## src/rtl/mac_sched_pkg.sv

```systemverilog
// Shared types and defaults for the MAC scheduler: FSM states, parameter defaults and
// the index-width helper used to size the round-robin pointer.
package mac_sched_pkg;

  localparam int unsigned NREQ_DEF = 4;
  localparam int unsigned DW_DEF   = 8;
  localparam int unsigned TMO_DEF  = 1023;

  typedef enum logic [2:0] {
    StIdle,
    StLoad,
    StWaitAck,
    StBusy,
    StDone
  } state_e;

  // Width of an index into n requesters, never less than one bit.
  function automatic int unsigned idx_w(int unsigned n);
    return (n > 1) ? $clog2(n) : 1;
  endfunction

endpackage

```

## src/rtl/mac_sched_rr_arbiter.sv

```systemverilog
// Combinational round-robin arbiter: searches from ptr+1 upwards, wrapping modulo NREQ,
// and returns the first requester found as a one-hot vector plus its index.
module rr_arbiter import mac_sched_pkg::*; #(
  parameter int unsigned NREQ = NREQ_DEF,
  parameter int unsigned IW   = idx_w(NREQ)
) (
  input  logic [NREQ-1:0] req,
  input  logic [IW-1:0]   ptr,
  output logic [NREQ-1:0] win,
  output logic [IW-1:0]   win_idx
);

  logic found;

  // Outer loop is the distance from ptr, so the first hit is the nearest requester.
  always_comb begin
    win     = '0;
    win_idx = '0;
    found   = 1'b0;
    for (int k = 1; k <= int'(NREQ); k++) begin
      for (int i = 0; i < int'(NREQ); i++) begin
        if (!found && req[i] && (ptr == IW'((i + int'(NREQ) - k) % int'(NREQ)))) begin
          found   = 1'b1;
          win[i]  = 1'b1;
          win_idx = IW'(i);
        end
      end
    end
  end

endmodule

```

## src/rtl/mac_sched.sv

```systemverilog
// Schedules NREQ requesters onto one shared MAC unit with round-robin fairness.
// Optional watchdog when MAC_SCHED_TIMEOUT_EN is defined.
module mac_sched import mac_sched_pkg::*; #(
  parameter int unsigned NREQ = NREQ_DEF,
  parameter int unsigned DW   = DW_DEF,
  parameter int unsigned TMO  = TMO_DEF
) (
  input  logic               clk,
  input  logic               rst,
  input  logic [NREQ-1:0]    req,
  input  logic [NREQ*DW-1:0] op_a,
  input  logic [NREQ*DW-1:0] op_b,
  output logic [NREQ-1:0]    gnt,
  output logic [NREQ-1:0]    done,
  output logic [2*DW-1:0]    res,
  output logic               err,
  output logic [DW-1:0]      mac_a,
  output logic [DW-1:0]      mac_b,
  output logic               stf,
  input  logic               eof,
  input  logic [2*DW-1:0]    mac_r
);

  localparam int unsigned IW = idx_w(NREQ);

  state_e              state_q, state_d;
  logic [NREQ-1:0]     gnt_q, gnt_d;
  logic [IW-1:0]       ptr_q, ptr_d;
  logic [IW-1:0]       win_q, win_d;
  logic [2*DW-1:0]     res_q, res_d;
  logic [NREQ-1:0]     arb_win;
  logic [IW-1:0]       arb_idx;
  logic                tmo_hit;
  logic                tmo_fire;

  rr_arbiter #(
    .NREQ (NREQ),
    .IW   (IW)
  ) u_arb (
    .req     (req),
    .ptr     (ptr_q),
    .win     (arb_win),
    .win_idx (arb_idx)
  );

  always_comb begin
    mac_a = '0;
    mac_b = '0;
    for (int i = 0; i < int'(NREQ); i++) begin
      if (gnt_q[i]) begin
        mac_a = mac_a | op_a[i*DW +: DW];
        mac_b = mac_b | op_b[i*DW +: DW];
      end
    end
  end

  always_comb begin
    state_d  = state_q;
    gnt_d    = gnt_q;
    ptr_d    = ptr_q;
    win_d    = win_q;
    res_d    = res_q;
    stf      = 1'b0;
    done     = '0;
    tmo_fire = 1'b0;
    unique case (state_q)
      StIdle: begin
        if (|req) begin
          gnt_d   = arb_win;
          win_d   = arb_idx;
          state_d = StLoad;
        end
      end
      StLoad: begin
        stf     = 1'b1;
        state_d = StWaitAck;
      end
      StWaitAck: begin
        if (tmo_hit) begin
          tmo_fire = 1'b1;
          state_d  = StDone;
        end else if (!eof) begin
          state_d = StBusy;
        end
      end
      StBusy: begin
        // A genuine completion wins over a coincident watchdog expiry.
        if (eof) begin
          res_d   = mac_r;
          state_d = StDone;
        end else if (tmo_hit) begin
          tmo_fire = 1'b1;
          state_d  = StDone;
        end
      end
      StDone: begin
        done    = gnt_q;
        ptr_d   = win_q;
        gnt_d   = '0;
        state_d = StIdle;
      end
      default: state_d = StIdle;
    endcase
  end

  always_ff @(posedge clk or posedge rst) begin
    if (rst) begin
      state_q <= StIdle;
      gnt_q   <= '0;
      ptr_q   <= IW'(NREQ - 1);
      win_q   <= '0;
      res_q   <= '0;
    end else begin
      state_q <= state_d;
      gnt_q   <= gnt_d;
      ptr_q   <= ptr_d;
      win_q   <= win_d;
      res_q   <= res_d;
    end
  end

  assign gnt = gnt_q;
  assign res = res_q;

`ifdef MAC_SCHED_TIMEOUT_EN
  localparam int unsigned CW = $clog2(TMO + 1);

  logic [CW-1:0] cnt_q;
  logic          err_q;

  always_ff @(posedge clk or posedge rst) begin
    if (rst) begin
      cnt_q <= '0;
      err_q <= 1'b0;
    end else begin
      if (state_q == StLoad) begin
        cnt_q <= '0;
      end else if (state_q == StWaitAck || state_q == StBusy) begin
        cnt_q <= cnt_q + CW'(1);
      end
      if (state_q == StLoad) begin
        err_q <= 1'b0;
      end else if (tmo_fire) begin
        err_q <= 1'b1;
      end
    end
  end

  assign tmo_hit = (cnt_q == CW'(TMO - 1));
  assign err     = (state_q == StDone) && err_q;
`else
  logic unused_tmo;

  assign tmo_hit    = 1'b0;
  assign err        = 1'b0;
  assign unused_tmo = ^{TMO, tmo_fire};
`endif

endmodule
```

## config.mk

```make
export PLATFORM = sky130hd
export DESIGN_NAME = mac_sched
export DESIGN_NICKNAME = d
export VERILOG_FILES = /design/src/rtl/mac_sched_pkg.sv /design/src/rtl/mac_sched_rr_arbiter.sv /design/src/rtl/mac_sched.sv
export SDC_FILE = /design/constraint.sdc
export NUM_CORES = 1
export LEC_CHECK = 0
export ABC_CLOCK_PERIOD_IN_PS = 1300
export CORE_MARGIN = 5
export CORE_UTILIZATION = 30
export DETAILED_ROUTE_END_ITERATION = 8
export GPL_ROUTABILITY_DRIVEN = 0
export PLACE_DENSITY_LB_ADDON = 0.25
export SETUP_SLACK_MARGIN = 0.1
export SLEW_MARGIN = 0
export SYNTH_ARGS = -nofsm -noshare
export SYNTH_HDL_FRONTEND = slang
export SYNTH_SLANG_ARGS = --single-unit
```

## constraint.sdc

```tcl
create_clock -name clk -period 1.3 [get_ports clk]
set_input_delay 0.13 -clock clk [delete_from_list [all_inputs] [get_ports clk]]
set_output_delay 0.13 -clock clk [all_outputs]
set_load 0.05 [all_outputs]
```

==> images/final_congestion.png <==
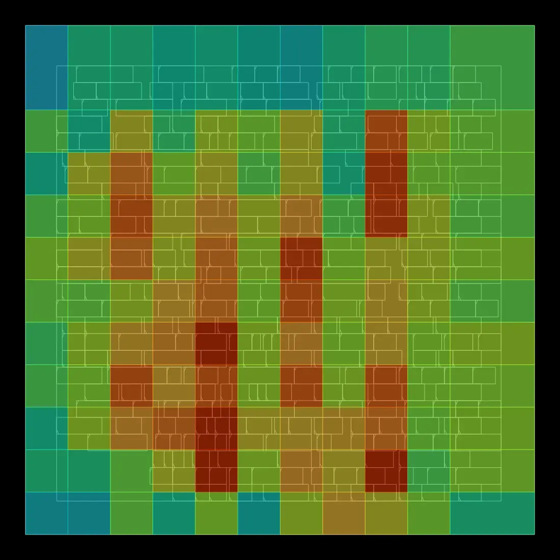
GR Util met1: 22.1%
GRT Max-Usage Layer: met2

==> images/met3.png <==
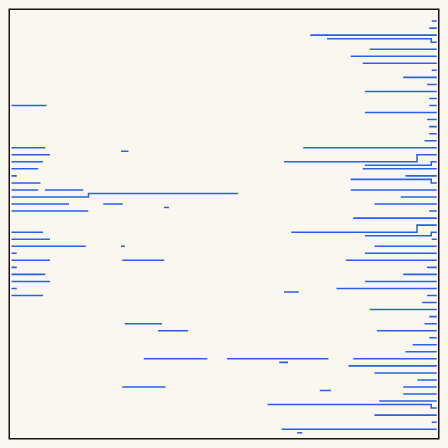
- nets with wire on the layer: 90
- wire length on this layer: 854 um
- longest straight run: 31.5 um
- share of all routed wire: 12%
- main direction: horizontal

==> images/registers.png <==
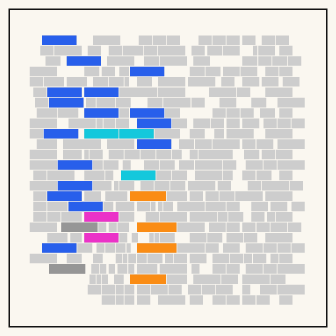
- magenta: win_q (flops 2)
- blue: res (flops 16)
- orange: gnt (flops 4; where bottom center)
- cyan: state_q (flops 3)

==> images/pins.png <==
Pins as bars across the die edge, other pins in gray.
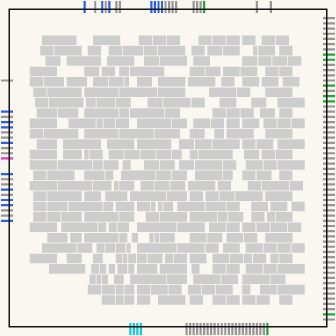
- blue: mac_r (pins 16; direction input; edge 9 left, 7 top)
- magenta: eof (pins 1; direction input; edge left)
- green: mac_a (pins 8; direction output; edge 6 right, 1 top, 1 bottom)
- cyan: req (pins 4; direction input; edge bottom)
- all pins by edge: 59 right, 28 bottom, 21 left, 21 top

==> deck_impl_summary.md <==
Flow Results at a Glance

Outcome
  • Status: finished with violations
  • Failing checks: setup timing

Critical path
  • Critical path class: register to register
  • Stages on worst setup path: 6
  • CP Launch Type: register
  • Reg2Reg Setup Slack: -260 ps
  • Critical Path Source: state_q[1]$_DFFE_PP0P_
  • Slowest-stage cell, CP: dfrtp_1
  • CP max stage delay: 390 ps
  • Crit path DRT: 1460 ps
  • CP Buf/Inv Count: 3
  • Critical-path cell list: buf_6 > nand3_2 > or2_4 > buf_6 > buf_16 > mux2_4
  • CP dominant cell by count: buf_6

Global routing
  • Initial antenna violation count: 0
  • Pin count of the biggest net entering global routing: 28
  • Grt ovf: 0

Yosys
  • Synth Area in Adders: 0%
  • Number of enable flip-flop cells: 0
  • Post-Syn Nets: 240
  • Cell area leaders: dfrtp_1 39%, a22oi_1 15%, mux2_4 8.5%, mux2_2 6.4%, nand2_1 5.4%
  • Synth Area per Inst: 10.4 um2

Layout
  • Comb gate area: 1130 um2
  • Fillers: 277
  • Largest class: non-clock buffers
  • Layout cells sized above 1: 56.8%
  • Antenna Cells: 0
  • Area Overhead vs Synth: 164%
  • Signal buffers: 172
  • Seq Cell Count: 27
  • MI comb cells: 110
  • Clock-cell share: 1.10%

Worst hold path
  • Worst min path class: primary input to async pin

STA
  • Post-layout min period: 1560 ps
  • Final setup violation count: 47
  • Setup WS post-layout: -259 ps

Clock tree
  • CTS tree: done
  • Post-CTS setup buffer count: 20
  • Clock buffer depth: 2
  • CTS sink cnt: 27

Floorplanning
  • Die area: 6840 um2
  • I/O Pins: 129
  • Core area: 5110 um2
  • Fp_density: 31.1%

Route
  • Pre-Repair DR Iteration Count: 4
  • Wire per inst: 18.8 um
  • Routed wire length: 7270 um

Run
  • Max-cap violations: 0

Placed design
  • Port bufs: 127
worst register-to-register path: stages, from the launching register on:
cell,delay (ps)
dfrtp_1,390
buf_6,130
nand3_2,100
or2_4,280
buf_6,140
buf_16,130
mux2_4,280
layout by cell type, fill, tap and decap left out, types with 6 or more instances in the layout:
master           netlist  layout
mux2_4                 9      10
a22oi_2                0      31
buf_12                 1      45
buf_4                  1      15
clkdlybuf4s50_1        0      86
dfrtp_1               25      21
buf_6                  2      20
nand2_2                0       7
mux2_2                 9       8
nand2_4                0      10
nand2_1               23       6
metrics by stage:
stage          worst slack, ps  cells  area, um2  total power [uW]  TNS [ps]
3_5_place_dp              -283    357       3720             10100     -5750
3_3_place_gp              -247    357       3720              9920     -4900
5_1_grt                   -311    387       4190             12200    -11200
2_1_floorplan            -77.5    153       1950              6280     -1180
6_report                  -259    387       4190             11700     -9010
4_1_cts                   -227    383       4090             11400     -6870
synthesized netlist by cell type (all sizes together), types with 2 or more instances:
| library cell | count |
|---|---|
| and3 | 4 |
| clkbuf | 7 |
| mux2i | 3 |
| dfstp | 2 |
| a22oi | 32 |
| mux2 | 18 |
| nor2 | 3 |
| a31oi | 2 |
| a21oi | 4 |
| or2 | 4 |
| inv | 4 |
| buf | 5 |
| nand2 | 23 |
| o22ai | 2 |
| o21ai | 3 |
| dfrtp | 25 |
power breakdown:
part	internal, uW	switching [uW]	leakage [uW]
Combinational	4900	4490	0.00143
Clock	215	257	0.0000255
Sequential	1310	537	0.000316
layer usage:
metal  track usage, %  share of wire (%)  wire length [um]  up-vias
met1             22.1                 35              2530      908
li1                 -                  -                 -      896
met2             39.3                 52              3780      101
met4             3.59                1.3                96        0
met5                0                  0                 0        -
met3             6.40                 12               853        9
No activity file was given, so power comes from the tool's default toggle rates.
